--- config.mk ---
export PLATFORM = sky130hd
export DESIGN_NAME = lif_spike_arbiter
export DESIGN_NICKNAME = d
export VERILOG_FILES = /design/src/rtl/lif_spike_arbiter.sv
export SDC_FILE = /design/constraint.sdc
export NUM_CORES = 1
export LEC_CHECK = 0
export ABC_AREA = 1
export CAP_MARGIN = 10
export CORE_MARGIN = 1.5
export CORE_UTILIZATION = 57
export DETAILED_ROUTE_END_ITERATION = 12
export PLACE_DENSITY = 0.86
export SLEW_MARGIN = 10
export SYNTH_ARGS = -nofsm -noshare
export SYNTH_HDL_FRONTEND = slang
export SYNTH_SLANG_ARGS = --single-unit
--- constraint.sdc ---
create_clock -name clk -period 8.9 [get_ports clk]
set_input_delay 0.89 -clock clk [delete_from_list [all_inputs] [get_ports clk]]
set_output_delay 0.89 -clock clk [all_outputs]
set_load 0.005 [all_outputs]
--- src/rtl/lif_spike_arbiter.sv ---
`default_nettype none
// ============================================================================
// Module      : lif_spike_arbiter
// Description : Address-event encoder/arbiter for the LIF neuron layer.
//               Single-cycle spike pulses are latched into per-neuron pending
//               flags. The flags are round-robin arbitrated onto one
//               valid/ready event channel that carries the neuron index.
//               Spikes that arrive while their neuron is already pending
//               (and not being accepted) are dropped and counted.
// Ports       : clk, rst_n (sync, active-low), ena (freezes intake/grants)
//               spike_in[N_IN]   spike pulses sampled at posedge
//               ev_valid/ev_ready/ev_addr/ev_ts  event channel
//               pending[N_IN]    registered pending flags
//               drop_cnt[8]      saturating dropped-spike count
//               overflow         sticky, at least one spike dropped
// Options     : define LIF_ARB_TIMESTAMP_EN to add a free-running TS_W-bit
//               timestamp captured per neuron and returned on ev_ts;
//               without it ev_ts is constant 0.
// Revision    : 1.0 - initial release
// ============================================================================
module lif_spike_arbiter #(
    parameter int N_IN   = 8,
    parameter int ADDR_W = 3,
    parameter int TS_W   = 8
) (
    input  logic              clk,
    input  logic              rst_n,
    input  logic              ena,
    input  logic [N_IN-1:0]   spike_in,
    output logic              ev_valid,
    input  logic              ev_ready,
    output logic [ADDR_W-1:0] ev_addr,
    output logic [TS_W-1:0]   ev_ts,
    output logic [N_IN-1:0]   pending,
    output logic [7:0]        drop_cnt,
    output logic              overflow
);

    localparam int c_NPOW  = 1 << ADDR_W;
    localparam int c_CNT_W = $clog2(N_IN + 1);
    localparam int c_SUM_W = ((c_CNT_W > 8) ? c_CNT_W : 8) + 1;

    typedef enum logic [0:0] {
        ST_IDLE    = 1'b0,
        ST_PRESENT = 1'b1
    } state_t;

    state_t              r_state;
    logic [ADDR_W-1:0]   r_ptr;
    logic [N_IN-1:0]     r_pending;
    logic                r_ev_valid;
    logic [ADDR_W-1:0]   r_ev_addr;
    logic [TS_W-1:0]     r_ev_ts;
    logic [7:0]          r_drop_cnt;
    logic                r_overflow;

    logic                w_accept;
    logic [N_IN-1:0]     w_acc_onehot;
    logic [N_IN-1:0]     w_spike;
    logic [N_IN-1:0]     w_drop;
    logic [N_IN-1:0]     w_capture;
    logic [c_CNT_W-1:0]  w_drop_num;
    logic [c_SUM_W-1:0]  w_drop_sum;
    logic [ADDR_W-1:0]   w_next_ptr;
    logic [ADDR_W-1:0]   w_start;
    logic [c_NPOW-1:0]   w_cand_ext;
    logic [ADDR_W:0]     w_idx;
    logic                w_gnt_found;
    logic [ADDR_W-1:0]   w_gnt_idx;
    logic [TS_W-1:0]     w_ts_sel;

    assign w_accept   = r_ev_valid & ev_ready;
    assign w_spike    = ena ? spike_in : '0;
    assign w_next_ptr = (r_ev_addr == ADDR_W'(N_IN - 1)) ? '0 : r_ev_addr + 1'b1;

    // A spike coinciding with acceptance of its own event re-arms the flag
    // instead of being dropped.
    always_comb begin
        w_acc_onehot = '0;
        for (int i = 0; i < N_IN; i++) begin
            w_acc_onehot[i] = w_accept && (r_ev_addr == ADDR_W'(i));
        end
    end

    assign w_drop    = w_spike & r_pending & ~w_acc_onehot;
    assign w_capture = w_spike & (~r_pending | w_acc_onehot);

    always_comb begin
        w_drop_num = '0;
        for (int i = 0; i < N_IN; i++) begin
            w_drop_num = w_drop_num + c_CNT_W'(w_drop[i]);
        end
    end

    assign w_drop_sum = c_SUM_W'(r_drop_cnt) + c_SUM_W'(w_drop_num);

    // Grant search. While presenting, the search starts after the event being
    // accepted and excludes it, so only pending flags registered before this
    // edge are candidates.
    assign w_start    = (r_state == ST_PRESENT) ? w_next_ptr : r_ptr;
    assign w_cand_ext = c_NPOW'((r_state == ST_PRESENT) ? (r_pending & ~w_acc_onehot)
                                                        : r_pending);

    always_comb begin
        w_gnt_found = 1'b0;
        w_gnt_idx   = '0;
        w_idx       = '0;
        for (int k = 0; k < N_IN; k++) begin
            w_idx = {1'b0, w_start} + (ADDR_W + 1)'(k);
            if (w_idx >= (ADDR_W + 1)'(N_IN)) begin
                w_idx = w_idx - (ADDR_W + 1)'(N_IN);
            end
            if (!w_gnt_found && w_cand_ext[w_idx[ADDR_W-1:0]]) begin
                w_gnt_found = 1'b1;
                w_gnt_idx   = w_idx[ADDR_W-1:0];
            end
        end
    end

`ifdef LIF_ARB_TIMESTAMP_EN
    logic [TS_W-1:0] r_ts_cnt;
    logic [TS_W-1:0] r_ts_reg [N_IN];

    always_ff @(posedge clk) begin
        if (!rst_n) begin
            r_ts_cnt <= '0;
            for (int i = 0; i < N_IN; i++) begin
                r_ts_reg[i] <= '0;
            end
        end else begin
            if (ena) begin
                r_ts_cnt <= r_ts_cnt + 1'b1;
            end
            for (int i = 0; i < N_IN; i++) begin
                if (w_capture[i]) begin
                    r_ts_reg[i] <= r_ts_cnt;
                end
            end
        end
    end

    assign w_ts_sel = r_ts_reg[w_gnt_idx];
`else
    assign w_ts_sel = '0;
`endif

    // Intake and drop accounting.
    always_ff @(posedge clk) begin
        if (!rst_n) begin
            r_pending  <= '0;
            r_drop_cnt <= '0;
            r_overflow <= 1'b0;
        end else begin
            r_pending <= w_spike | (r_pending & ~w_acc_onehot);
            if (|w_drop) begin
                r_overflow <= 1'b1;
                r_drop_cnt <= (w_drop_sum > c_SUM_W'(255)) ? 8'hFF : w_drop_sum[7:0];
            end
        end
    end

    // Output FSM. A presented event is never retracted; only acceptance
    // moves it on, even with ena low.
    always_ff @(posedge clk) begin
        if (!rst_n) begin
            r_state    <= ST_IDLE;
            r_ptr      <= '0;
            r_ev_valid <= 1'b0;
            r_ev_addr  <= '0;
            r_ev_ts    <= '0;
        end else begin
            case (r_state)
                ST_IDLE: begin
                    if (ena && w_gnt_found) begin
                        r_ev_valid <= 1'b1;
                        r_ev_addr  <= w_gnt_idx;
                        r_ev_ts    <= w_ts_sel;
                        r_state    <= ST_PRESENT;
                    end
                end
                ST_PRESENT: begin
                    if (ev_ready) begin
                        r_ptr <= w_next_ptr;
                        if (ena && w_gnt_found) begin
                            r_ev_addr <= w_gnt_idx;
                            r_ev_ts   <= w_ts_sel;
                        end else begin
                            r_ev_valid <= 1'b0;
                            r_state    <= ST_IDLE;
                        end
                    end
                end
                default: begin
                    r_ev_valid <= 1'b0;
                    r_state    <= ST_IDLE;
                end
            endcase
        end
    end

    assign ev_valid = r_ev_valid;
    assign ev_addr  = r_ev_addr;
    assign ev_ts    = r_ev_ts;
    assign pending  = r_pending;
    assign drop_cnt = r_drop_cnt;
    assign overflow = r_overflow;

endmodule
`default_nettype wire

Run 1, signal wires on met3:
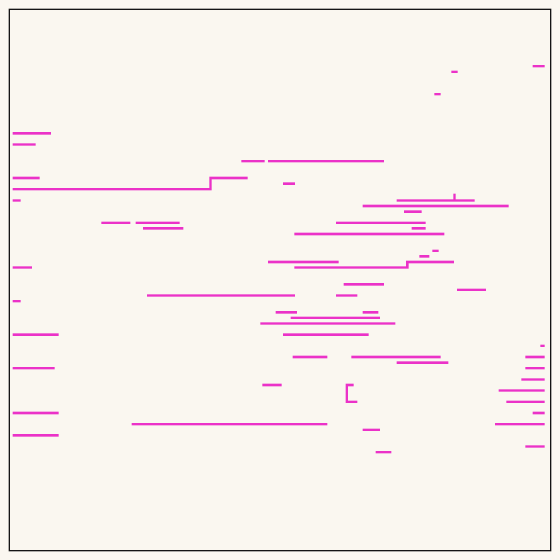
main direction: horizontal
longest straight run: 23.9 um
total length of routed wires: 5.76 mm
via count: 2336
met3 track demand over resource in global routing: 5.14%

Run 1, PDN straps and rails:
Scale bar: 20 um. Pins as bars on the die edge.
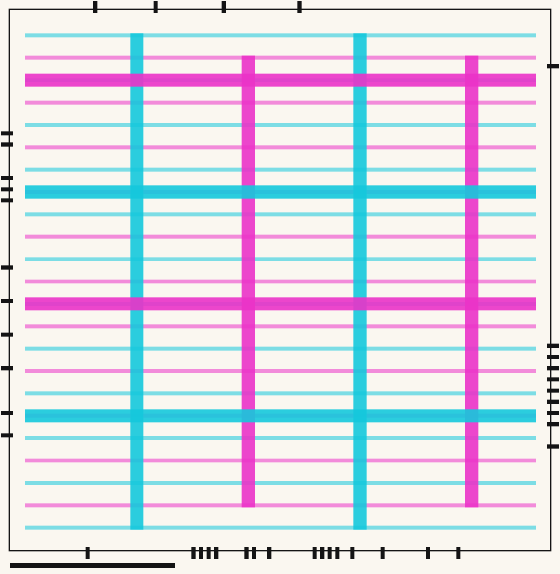
| net | color |
|---|---|
| VSS | cyan |
| VDD | magenta |
met5 straps: 4
met4 straps: 4
met1 rails: 23
signal pins: 41
rows: 22
Floorplan Core Area: 3720 sq um
worst voltage drop across the vdd grid: 0.134 mV

==> run notes, run 1 <==
Notes on the flow run.

- Looking at the clock tree report, the H-tree level count equals 1.
- The post-route standard cell area excluding fillers is 2610 sq um, for reference.
- Buffers added to address setup during post-CTS repair amount to 0.
- The power attributed to combinational cells is 0.255 mW, for reference.
- Yosys reports the multiplexer fraction of the synthesized area as 0%.
- The post-cts resize count is 0, for reference.
- The classification of the worst-slack hold path is reg2reg, for reference.
- Setup repair after global routing left no endpoint under its margin.
- In this run the tool buffered the top-level ports with 32 buffer cells.
- The yosys-reported design area after synthesis is 2240 sq um, for reference.
- The worst register-to-register path has a setup slack of 4.06 ns.
- Per the synthesis report, the simple-gate share of the synthesized area is 37.0%.
- For the worst flop-to-flop path, the logic depth is 18.
- The biggest cell delay along the critical path is 0.54 ns, for reference.
- The routed metal-1 wire length is 2.48 mm, for reference.
- The most repeated cell in the gate-level netlist after synthesis is nand2_1, for reference.
- The flow ran to the end, and the final reports show no timing, DRC or antenna violations.
- By startpoint and endpoint, the worst setup path is classified as in2reg.
- Cells fill 70.3% of the core in the end.
- The relative area of non-clock buffer cells in the final design is 12.3%, for reference.
- Grouping non-sequential cells by family puts the most area in simple AND/OR/NAND/NOR gates.
- The met1 demand-to-capacity share in global routing is 36.7%, for reference.
- The cell at the root of the clock tree is clkbuf_8, for reference.
- The type of element capturing the critical path is a register, for reference.
- The final layout report lists a non-clock inverter count of 39.
- For this run, the detailed router's first-pass iteration total came to 4.
- The post-synthesis cell count is 339, for reference.
- The clock tree cell share of total cell area is 1.87%, for reference.
- The average cell area after synthesis is 6.60 sq um, for reference.
- The number of signal-net buffers in the layout is 32, for reference.
- The number of buffers inserted for hold repair after clock tree synthesis is 0, for reference.
- The proportion of register bits with asynchronous set or reset after synthesis is 0%, for reference.
- Yosys mapped the design onto 37 distinct sky130hd cell types.
- The number of placement rows is 22, for reference.
- The global-route wire length before repair is 9.92 mm, for reference.
- The area growth from synthesis to layout is 16.7%, for reference.
- In the layout the commonest cells are nand2_1, nand3_1, inv_1.
- The maximum clock rate is 189 MHz, for reference.
- The startpoint of the lowest-slack hold path is overflow, for reference.
- In this run the deepest clock path goes through 2 buffers.
Run 1, routed metal, one color a layer:
Scale bar: 20 um. Two of the layers only.
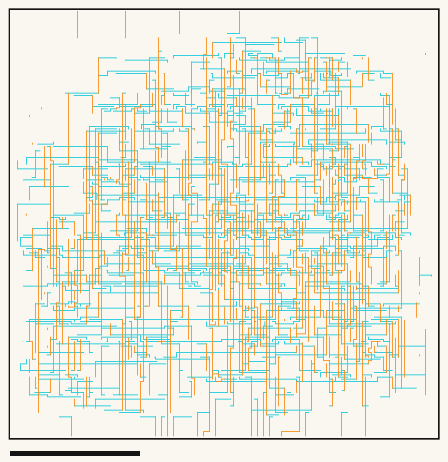
| layer | color | wire length |
|---|---|---|
| met1 | cyan | 2480 um |
| met2 | orange | 2840 um |
WL per Instance: 13.8 um
GRT Util Overall: 29.3%

Run 1, M2 wires:
Scale bar: 20 um.
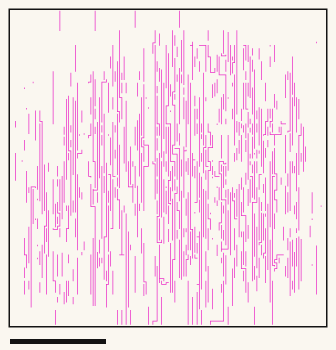

==> run 1 -> run 2 <==
--- a/config.mk
+++ b/config.mk
@@ -8,9 +8,9 @@
 export ABC_AREA = 1
 export CAP_MARGIN = 10
 export CORE_MARGIN = 1.5
-export CORE_UTILIZATION = 57
+export CORE_UTILIZATION = 48
 export DETAILED_ROUTE_END_ITERATION = 12
-export PLACE_DENSITY = 0.86
+export PLACE_DENSITY = 0.77
 export SLEW_MARGIN = 10
 export SYNTH_ARGS = -nofsm -noshare
 export SYNTH_HDL_FRONTEND = slang
==> constraint.sdc (replaced) <==
create_clock -name clk -period 4.8 [get_ports clk]
set_input_delay 0.48 -clock clk [delete_from_list [all_inputs] [get_ports clk]]
set_output_delay 0.48 -clock clk [all_outputs]
set_load 0.005 [all_outputs]
Run 2, M2 wires:
Scale bar: 20 um.
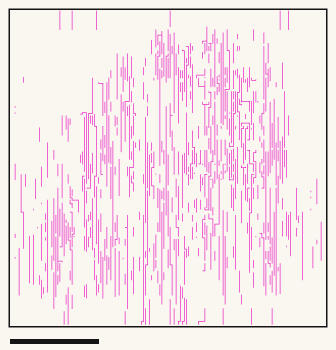
share of all routed wire: 47%
nets with wire on the layer: 329
main direction: vertical
wire length on this layer: 2590 um
longest straight run: 24.5 um
total length of routed wires: 5.56 mm
via count: 2306
GR met2 Demand/Resource: 37.4%

Run 2, PDN straps and rails:
Scale bar: 20 um. Pins as bars on the die edge.
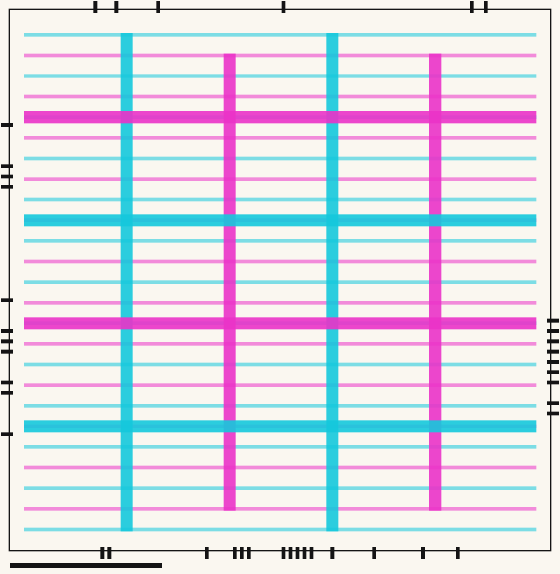
| net | color |
|---|---|
| VSS | cyan |
| VDD | magenta |
met5 straps: 4
signal pins: 41
width of the die: 71.3 um
worst voltage drop across the vdd grid: 0.258 mV
height of the die: 71.3 um

Run 2, clock wiring as the flow saved it:
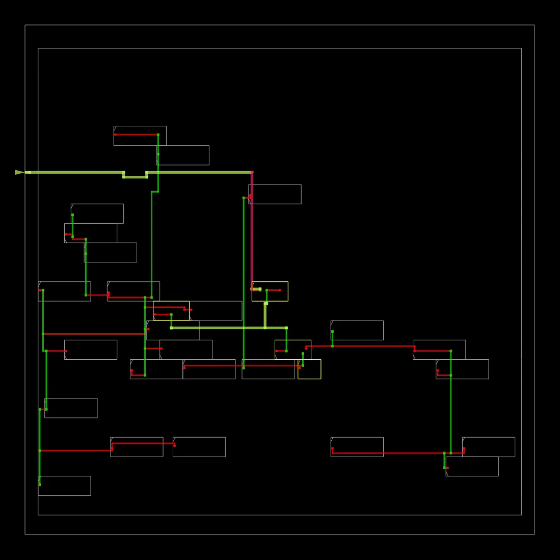
clock tree sinks: 25
cts bufs inserted: 3

==> run notes, run 2 <==
Notes on the flow run.

- Of the total synthesized cell area, the portion taken by AND, OR, NAND and NOR gates is 37.0%.
- The number of cells on the worst reg-to-reg path is 18.
- The maximum clock rate is 225 MHz, for reference.
- After technology mapping, the gate count stands at 339.
- The count of buffers added on input and output ports is 32.
- The count of inverters not on the clock network in the layout is 39, for reference.
- The number of iterations in the first detailed-routing pass is 5, for reference.
- After layout, the buffer instance count without clock buffers stands at 38.
- The worst setup path is of the reg2reg kind.
- After layout, the setup clock skew is reported as 0.00449 ns.
- Per the CTS log, the maximum H-tree level is 1.
- The post-cts resize count is 0, for reference.
- The area growth from synthesis to layout is 19.0%, for reference.
- In this run the maximum-capacitance check reported violations numbering 0.
- The most repeated cell in the gate-level netlist after synthesis is nand2_1, for reference.
- The core outline area is 4410 sq um, for reference.
- The type of element capturing the critical path is a register, for reference.
- The average cell area after synthesis is 6.60 sq um, for reference.
- Yosys reports the multiplexer fraction of the synthesized area as 0%.
- The report puts the hold buffer count at CTS at 0.
- The number of buffers on the longest clock path is 2, for reference.
- Counting flops with an async set or reset pin after synthesis yields a share of 0%.
- Per the repair_timing log after CTS, setup buffers inserted total 0.
- Setup repair after global routing left no endpoint under its margin.
- Global routing consumed, over all layers together, 23.0% of the routing resources.
- The routed metal-1 wire length is 2.68 mm, for reference.
- Leaving out fill and tap cells, the most frequent cells in the layout are nand2_1, nand3_1, inv_1.
- In this run the most critical hold path is launched from overflow.
- Global routing finished with a remaining overflow of 0.
- After layout the signal buffers, clock cells excluded, come to 13.7% of cell area.
- The biggest cell delay along the critical path is 0.55 ns, for reference.
- The power report lists the combinational group at 0.471 mW.
- The classification of the worst-slack hold path is reg2reg, for reference.
- met1 track demand over resource after global routing is 32.4%.
- The sequential group share of total power is 29.3%, for reference.
- The transition time recorded at the tightest slew-check pin is 0.514 ns.
- The post-synthesis cell type count is 37, for reference.
- The internal portion of total power is 0.469 mW, for reference.
- The cell at the root of the clock tree is clkbuf_8, for reference.
- The average routed wire per standard cell is 13.0 um, for reference.
- The top cell type by area accounts for 22.4% of the synthesized area.
- The fraction of cell area in multi-input combinational cells is reported as 57.7%.
- The post-layout utilization of the core is 60.3%, for reference.
- The synthesis run identifies the leading combinational cell family as simple AND/OR/NAND/NOR gates.
- The run finished with clean final reports.
- The minimum setup slack among reg-to-reg paths is 0.36 ns, for reference.
Run 2, routed metal, one color a layer:
Scale bar: 20 um. Two of the layers only.
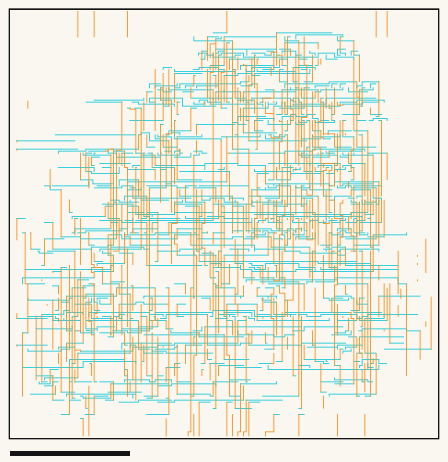

==> run 2 -> run 3 <==
--- a/config.mk
+++ b/config.mk
@@ -7,10 +7,13 @@
 export LEC_CHECK = 0
 export ABC_AREA = 1
 export CAP_MARGIN = 10
+export CELL_PAD_IN_SITES_DETAIL_PLACEMENT = 1
+export CELL_PAD_IN_SITES_GLOBAL_PLACEMENT = 1
 export CORE_MARGIN = 1.5
-export CORE_UTILIZATION = 48
+export CORE_UTILIZATION = 33
 export DETAILED_ROUTE_END_ITERATION = 12
-export PLACE_DENSITY = 0.77
+export PLACE_DENSITY_LB_ADDON = 0.1
+export SKIP_CTS_REPAIR_TIMING = 1
 export SLEW_MARGIN = 10
 export SYNTH_ARGS = -nofsm -noshare
 export SYNTH_HDL_FRONTEND = slang
Run 3, routed metal, one color a layer:
Scale bar: 20 um. Two of the layers only.
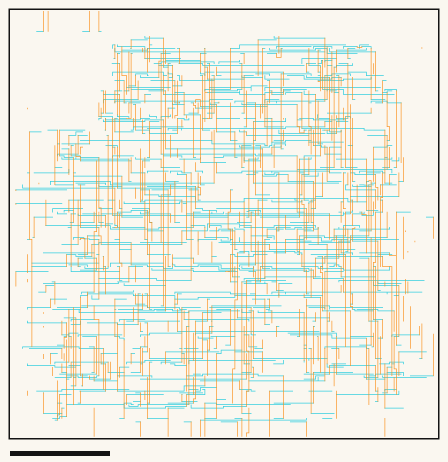
| layer | color | wire length |
|---|---|---|
| met1 | cyan | 3610 um |
| met2 | orange | 3020 um |
GRT Util Overall: 20.1%
WL per Instance: 15.1 um
via count: 2320
total length of routed wires: 6.85 mm

Run 3, PDN straps and rails:
Scale bar: 20 um. Pins as bars on the die edge.
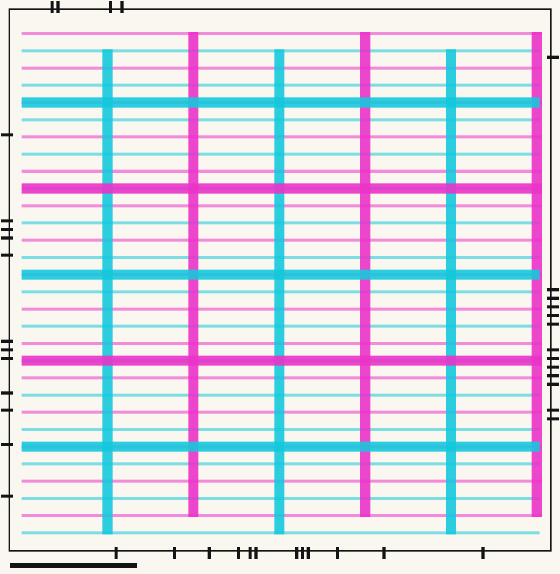
| net | color |
|---|---|
| VDD | magenta |
| VSS | cyan |
met1 rails: 30
met4 straps: 6
width of the die: 85.3 um
Floorplan Core Area: 6460 sq um
height of the die: 85.3 um

==> run notes, run 3 <==
Notes on the flow run.

- The flow ran to the end, but the final reports show violations.
- The checks that failed: design-rule violations.
- Summed over all layers, the global routing overflow is 0.
- The proportion of register bits with asynchronous set or reset after synthesis is 0%, for reference.
- Per the run summary, max-cap violations total 0.
- The average cell area after synthesis is 6.60 sq um, for reference.
- Internal power comes to 0.469 mW.
- The fraction of final cell area spent on clock buffers and inverters in this run is 1.80%.
- Clock tree synthesis selected as its root buffer the cell clkbuf_8.
- The sequential group share of total power is 28.6%, for reference.
- The area growth from synthesis to layout is 21.4%.
- Setup repair after global routing left no endpoint under its margin.
- The total number of clock tree sinks is 25, for reference.
- The synthesis run shows multiplexers occupying 0% of the cell area.
- TritonRoute reported its final design rule violation total as 3.
- In the final layout, excluding clock inverters the inverter count is 39.
- The routed metal-1 wire length is 3.61 mm, for reference.
- The H-tree depth is 1, for reference.
- The startpoint of the lowest-slack hold path is overflow, for reference.
- The number of different library cells used by synthesis comes to 37.
- The number of buffers on the longest clock path is 2, for reference.
- The met1 demand-to-capacity share in global routing is 29.4%, for reference.
- The power attributed to combinational cells is 0.493 mW, for reference.
- The most repeated cell in the gate-level netlist after synthesis is nand2_1, for reference.
- The main kind of combinational logic by area is simple AND/OR/NAND/NOR gates, for reference.
- The number of iterations in the first detailed-routing pass is 10, for reference.
- The minimum setup slack among reg-to-reg paths is 0.42 ns, for reference.
- After Yosys synthesis, and, or, nand and nor cells account for 37.0% of the synthesized area.
- The relative area of non-clock buffer cells in the final design is 14.3%, for reference.
- The routing usage on met2 is 33.1%, for reference.
- The critical path is of the reg2reg type.
- The finished cells cover 2720 sq um.
- The post-synthesis cell count is 339, for reference.
- Static timing analysis puts the maximum clock frequency at 228 MHz.
Run 3, clock wiring as the flow saved it:
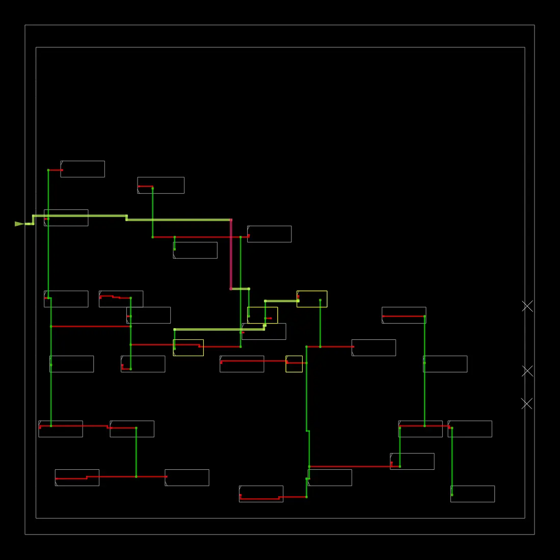
Final Skew: 0.00938 ns
count of sequential standard cells: 25
clock latency reported for the late side of the worst-skew pair: 0.28 ns
clkbuf count: 3

Power and IR drop assume default switching activity.
